==> images/floorplan.png <==
The bar under the picture is 20 um long. Pins as bars on the die edge.
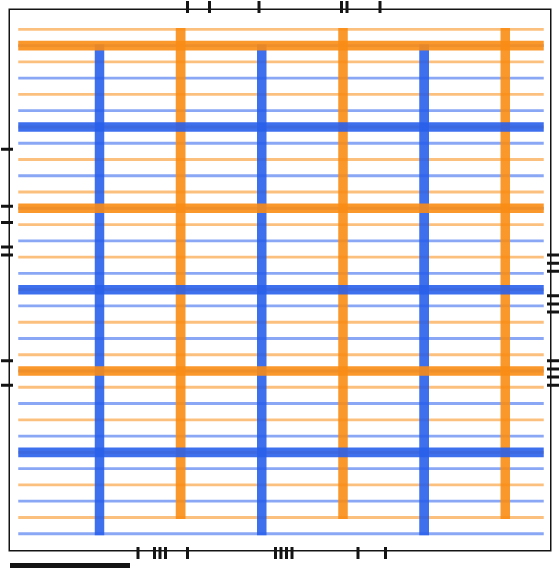
==> images/class_map.png <==
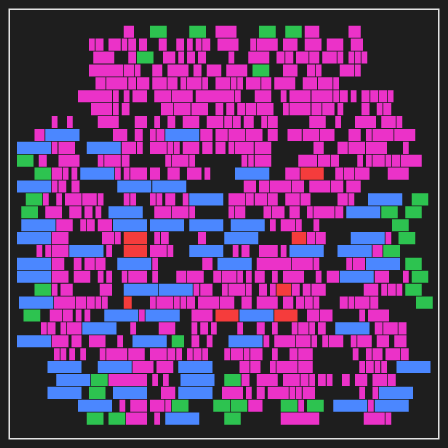
$ cat src/rtl/apu_pkg.sv
// Shared tables and register indices for the APU channel cores.
// Length and duty tables follow the standard NES values.
package apu_pkg;

  typedef enum logic [1:0] {
    REG_CTRL      = 2'd0,
    REG_SWEEP     = 2'd1,
    REG_PERIOD_LO = 2'd2,
    REG_PERIOD_HI = 2'd3
  } reg_idx_e;

  localparam logic [7:0] LEN_TABLE [32] = '{
    8'd10,  8'd254, 8'd20,  8'd2,   8'd40,  8'd4,   8'd80,  8'd6,
    8'd160, 8'd8,   8'd60,  8'd10,  8'd14,  8'd12,  8'd26,  8'd14,
    8'd12,  8'd16,  8'd24,  8'd18,  8'd48,  8'd20,  8'd96,  8'd22,
    8'd192, 8'd24,  8'd72,  8'd26,  8'd16,  8'd28,  8'd32,  8'd30
  };

  // Row MSB is step 0.
  localparam logic [7:0] DUTY_TABLE [4] = '{
    8'b01000000, 8'b01100000, 8'b01111000, 8'b10011111
  };

  function automatic logic duty_bit(input logic [1:0] duty, input logic [2:0] step);
    logic [7:0] row;
    row = DUTY_TABLE[duty];
    return row[3'd7 - step];
  endfunction

endpackage

$ cat src/rtl/apu_envelope.sv
// Envelope generator: decays 15..0 at a rate set by vol, optional loop.
// Shared by the pulse and noise channels.
module apu_envelope (
  input  logic       clk,
  input  logic       n_reset,
  input  logic       start,
  input  logic       qframe,
  input  logic       loop,
  input  logic       const_vol,
  input  logic [3:0] vol,
  output logic [3:0] volume
);

  logic       start_flag;
  logic [3:0] divider;
  logic [3:0] decay;

  always_ff @(posedge clk) begin
    if (!n_reset) begin
      start_flag <= 1'b0;
      divider    <= 4'd0;
      decay      <= 4'd0;
    end else begin
      if (qframe) begin
        if (start_flag) begin
          start_flag <= 1'b0;
          decay      <= 4'd15;
          divider    <= vol;
        end else if (divider == 4'd0) begin
          divider <= vol;
          if (decay != 4'd0)
            decay <= decay - 4'd1;
          else if (loop)
            decay <= 4'd15;
        end else begin
          divider <= divider - 4'd1;
        end
      end
      // A new start request must survive a coincident quarter-frame.
      if (start)
        start_flag <= 1'b1;
    end
  end

  assign volume = const_vol ? vol : decay;

endmodule

$ cat src/rtl/apu_pulse_gen.sv
// Pulse channel core: register file, duty sequencer, length counter, sweep
// and envelope; drives the companion timer's period and reload strobe.
module apu_pulse_gen
  import apu_pkg::*;
#(
  parameter int CHANNEL = 0
) (
  input  logic        clk,
  input  logic        n_reset,
  input  logic        timer_tick,
  input  logic        qframe,
  input  logic        hframe,
  input  logic        reg_we,
  input  logic [1:0]  reg_addr,
  input  logic [7:0]  reg_data,
  input  logic        enable,
  output logic [10:0] timer_load,
  output logic        timer_reload,
  output logic        active,
  output logic [3:0]  out
);

  logic [1:0]  duty;
  logic        halt_loop;
  logic        const_vol;
  logic [3:0]  vol;
  logic        sweep_en;
  logic [2:0]  sweep_per;
  logic        negate;
  logic [2:0]  shift;
  logic [10:0] period;
  logic [7:0]  len;
  logic [2:0]  step;
  logic [2:0]  sweep_div;
  logic        sweep_reload;

  logic        wr_ctrl, wr_sweep, wr_lo, wr_hi;
  logic [10:0] delta;
  logic [11:0] target;
  logic        mute;
  logic        sweep_upd;
  logic        wave;
  logic [3:0]  env_vol;

  assign wr_ctrl  = reg_we && (reg_addr == REG_CTRL);
  assign wr_sweep = reg_we && (reg_addr == REG_SWEEP);
  assign wr_lo    = reg_we && (reg_addr == REG_PERIOD_LO);
  assign wr_hi    = reg_we && (reg_addr == REG_PERIOD_HI);

  // Pulse 1 negates in ones'-complement, so it lands one lower than pulse 2.
  always_comb begin
    delta = period >> shift;
    if (negate)
      target = {1'b0, period} - {1'b0, delta} - ((CHANNEL == 0) ? 12'd1 : 12'd0);
    else
      target = {1'b0, period} + {1'b0, delta};
  end

  assign mute      = (period < 11'd8) || (!negate && target[11]);
  assign sweep_upd = hframe && (sweep_div == 3'd0) && sweep_en && (shift != 3'd0) && !mute;
  assign wave      = duty_bit(duty, step);

  always_ff @(posedge clk) begin
    if (!n_reset) begin
      duty      <= 2'd0;
      halt_loop <= 1'b0;
      const_vol <= 1'b0;
      vol       <= 4'd0;
      sweep_en  <= 1'b0;
      sweep_per <= 3'd0;
      negate    <= 1'b0;
      shift     <= 3'd0;
    end else begin
      if (wr_ctrl)
        {duty, halt_loop, const_vol, vol} <= reg_data;
      if (wr_sweep)
        {sweep_en, sweep_per, negate, shift} <= reg_data;
    end
  end

  // Register writes to the period take precedence over a sweep adjustment.
  always_ff @(posedge clk) begin
    if (!n_reset) begin
      period       <= 11'd0;
      sweep_div    <= 3'd0;
      sweep_reload <= 1'b0;
    end else begin
      if (wr_lo || wr_hi) begin
        if (wr_lo)
          period[7:0] <= reg_data;
        if (wr_hi)
          period[10:8] <= reg_data[2:0];
      end else if (sweep_upd) begin
        period <= target[10:0];
      end
      if (hframe) begin
        if (sweep_div == 3'd0 || sweep_reload) begin
          sweep_div    <= sweep_per;
          sweep_reload <= 1'b0;
        end else begin
          sweep_div <= sweep_div - 3'd1;
        end
      end
      if (wr_sweep)
        sweep_reload <= 1'b1;
    end
  end

  always_ff @(posedge clk) begin
    if (!n_reset) begin
      step         <= 3'd0;
      len          <= 8'd0;
      timer_reload <= 1'b0;
      out          <= 4'd0;
    end else begin
      timer_reload <= wr_hi;
      if (wr_hi)
        step <= 3'd0;
      else if (timer_tick)
        step <= step + 3'd1;
      if (!enable)
        len <= 8'd0;
      else if (wr_hi)
        len <= LEN_TABLE[reg_data[7:3]];
      else if (hframe && !halt_loop && len != 8'd0)
        len <= len - 8'd1;
      out <= (mute || len == 8'd0 || !wave) ? 4'd0 : env_vol;
    end
  end

  apu_envelope u_envelope (
    .clk       (clk),
    .n_reset   (n_reset),
    .start     (wr_hi),
    .qframe    (qframe),
    .loop      (halt_loop),
    .const_vol (const_vol),
    .vol       (vol),
    .volume    (env_vol)
  );

  assign timer_load = period;
  assign active     = (len != 8'd0);

endmodule

$ cat config.mk
export PLATFORM = sky130hd
export DESIGN_NAME = apu_pulse_gen
export DESIGN_NICKNAME = d
export VERILOG_FILES = /design/src/rtl/apu_pkg.sv /design/src/rtl/apu_envelope.sv /design/src/rtl/apu_pulse_gen.sv
export SDC_FILE = /design/constraint.sdc
export NUM_CORES = 1
export LEC_CHECK = 0
export CORE_UTILIZATION = 55
export DETAILED_ROUTE_END_ITERATION = 6
export MAX_ROUTING_LAYER = met4
export PLACE_DENSITY = 0.76
export SETUP_SLACK_MARGIN = 0.1
export SLEW_MARGIN = 5
export SYNTH_ARGS = -nofsm -noshare
export SYNTH_HDL_FRONTEND = slang
export SYNTH_SLANG_ARGS = --single-unit
$ cat constraint.sdc
create_clock -name clk -period 6.7 [get_ports clk]
set_input_delay 1.34 -clock clk [delete_from_list [all_inputs] [get_ports clk]]
set_output_delay 1.34 -clock clk [all_outputs]
set_load 0.02 [all_outputs]
==> impl_summary.log <==
[flow] summary of implementation run
[metrics] portion of total power attributed to sequential cells: between 40% and 50%
[metrics] combinational cell area excluding buffers and inverters: approximately 2900 sq um
[metrics] Relative slew margins: 36.48%
[metrics] Critical Path End Type: primary output
[metrics] total length of routed met3 wires: slightly above 500 um
[metrics] slack of the critical path: between 2000 and 3000 ps
[metrics] Crit Reg-Reg Startpoint: shift[1]$_SDFFE_PN0P_
[metrics] HP Class: reg2reg
[metrics] XOR/XNOR Area Share: about 3.7%
[metrics] net count of the mapped netlist: between 500 and 600
[metrics] Min-Delay Endpoint: sweep_div[0]$_SDFFE_PN0P_
[metrics] Vert. Die Dim: ~90 um
[metrics] critical path depth in cells: 6
[metrics] met2 routed WL: approximately 4700 um
[metrics] unrepaired setup endpoints after global routing: no
[metrics] post_cts resized: 0
[metrics] GR met3 Demand/Resource: under 10%
[metrics] design internal power: about 580 uW
[metrics] pin count of the biggest net entering global routing: 36
[metrics] final max-slew violation count: 0
[metrics] arrival time of the worst setup path: about 2400 ps
[metrics] Ant. Diodes: 0
[metrics] yosys synthesis chip area: ~4300 sq um
[metrics] launching instance or port of the critical path: len[0]$_SDFFE_PN0P_
[metrics] switching power as a share of total power: a little over a third
[metrics] area growth from synthesis to final layout: 9.956%
[metrics] routed metal-1 wirelength: ~4800 um
[metrics] worst-skew pair later-pin latency: roughly 320 ps
[metrics] Vias: 3,902
[metrics] largest cells by area after synthesis: dfxtp_1 (26%), ha_1 (11%), mux2i_1 (8.6%)
[metrics] CTS tree: built
[metrics] Finished Cell Area: approximately 4700 sq um
[metrics] vias in the first global route: roughly 3,700
[metrics] effective utilization at floorplan: 57.84%
[metrics] setup_tns: 0 ps
[metrics] highest routing layer actually used: met4
[metrics] Clock Tree Root: clkbuf_8
[metrics] Synth async-reset ratio: 0%
[metrics] number of sinks driven by the clock tree: ~56
[metrics] number of logged tool warnings: approximately 43
[metrics] area share of and-or/or-and cells after synthesis: a little over a fifth
[metrics] area of the die: 8149 sq um
[metrics] Hold Fails Final Rpt: 0
[metrics] setup repair bufs after CTS: 0
[metrics] timing endpoint of the critical path: active
[metrics] number of maximum-capacitance constraint violations: 0
[metrics] horizontal die dimension: 90.27 um
[metrics] post-synthesis adder-cell area fraction: a little under an eighth
[metrics] Synth Area per Inst: ~7.9 sq um
[metrics] number of flops mapped to enable cells by yosys: 0
[metrics] Post-Route Utilization: 63.60%
[metrics] register area share after synthesis: 26.16%
[metrics] startpoint types: register
[metrics] pre-CTS WS: 2872 ps
[metrics] gate family responsible for the most delay along the worst path: simple AND/OR/NAND/NOR gates
[metrics] final weighted congestion in routability-driven placement: a little over 0.9
[metrics] startpoint of the tightest hold check path: sweep_div[0]$_SDFFE_PN0P_
[metrics] first-pass GRT wire length: about 17,000 um
[metrics] layout cell share with drive strength beyond 1: ~5%
[metrics] required time at the endpoint of the critical path: around 5400 ps
[metrics] Post-Syn Instances: between 500 and 600
[metrics] status: finished clean
[metrics] area fraction in mux cells: 10.48%
[metrics] number of standard cells reported by yosys: ~540
[metrics] proportion of netlist area held by the largest area contributor: a little over a quarter
[metrics] site row count: 31
[metrics] Simple-Gate Fraction of Synth Area: 20.03%
[metrics] Setup violations, final: 0
[metrics] Peak supply drop: 0.0001742 V
[metrics] most frequent cell on the critical path: inv_1
[metrics] period utilisation layout: 56.49%
[metrics] number of clock buffers inserted by TritonCTS: 5
[metrics] Largest logic family: AND-OR/OR-AND gates
[metrics] library cell with the largest summed area after synthesis: dfxtp_1
[metrics] Tot Pwr: 919.3 uW
[metrics] Post-Place Cell Area: about 4600 sq um
[metrics] residual antenna-violating net count after detailed routing: 0
[metrics] worst slack on hold paths: 471.3 ps
[metrics] I/O pin cnt: 34
[metrics] register cell area after layout: between 1000 and 1500 sq um
[metrics] Worst Setup Path Type: reg2out
[metrics] met2 Track Usage GR: between 40% and 50%
[metrics] Finished Layout Cells: between 600 and 700
[metrics] clock share of power: between 20% and 30%
-- floorplan.png (at the start) --
color	net
blue	VSS
orange	VDD
met1 rails	32
signal pins	34

-- class_map.png (at the start) --
color	class	cells
red	clock drivers and dummy loads	8
magenta	remaining logic cells	455
green	remaining buffers and delay cells	34
blue	registers	56

[layout make-up]
class	instances	share of cell area, %
clock inverters	3	0.4780
multi-input cells	417	61.39
flip-flops and latches	56	23.79
repair buffers	34	7.169
clock buffers	5	1.460
well taps	99	2.629
inverters	38	3.080
[cell usage in the layout, fill, tap and decap left out, types with 4 or more instances in the layout]
cell type        instances
nor2_1                  76
dfxtp_1                 56
nand2_1                 48
mux2i_1                 37
ha_1                    36
inv_1                   35
a21oi_1                 35
clkdlybuf4s50_1         33
o21ai_0                 21
nor3_1                  14
xnor2_1                 13
a211oi_1                12
nand2b_1                10
o211ai_1                10
nor2b_1                  8
a311oi_1                 6
a31oi_1                  6
and2_1                   5
xor2_1                   5
clkbuf_8                 5
nor3b_1                  4
o311ai_0                 4
a221oi_1                 4
[state kept, by name, summed over array words and instances, names as in the netlist]
register / flops
const_vol: 1
duty: 2
halt_loop: 1
len: 8
negate: 1
out: 4
shift: 3
step: 3
sweep_div: 3
sweep_en: 1
sweep_per: 3
sweep_reload: 1
timer_load: 11
timer_reload: 1
u_envelope.decay: 4
u_envelope.divider: 4
u_envelope.start_flag: 1
vol: 4
[power groups by stage]
stage                     Combinational, uW  Sequential (uW)  Clock, uW
after CTS                               324              398        199
after global placement                  313              403          0
after floorplan                         250              396          0
after detailed placement                323              405          0
final                                   326              398        195
after global routing                    365              404        216
[cells in the mapped netlist (12+ instances only)]
cell      instances
dfxtp_1          56
mux2i_1          37
a21oi_1          35
nor2_1           76
inv_1            35
nand2_1          48
a211oi_1         12
nor3_1           14
o21ai_0          21
ha_1             36
clkbuf_1         23
xnor2_1          13
Power and IR drop assume default switching activity.
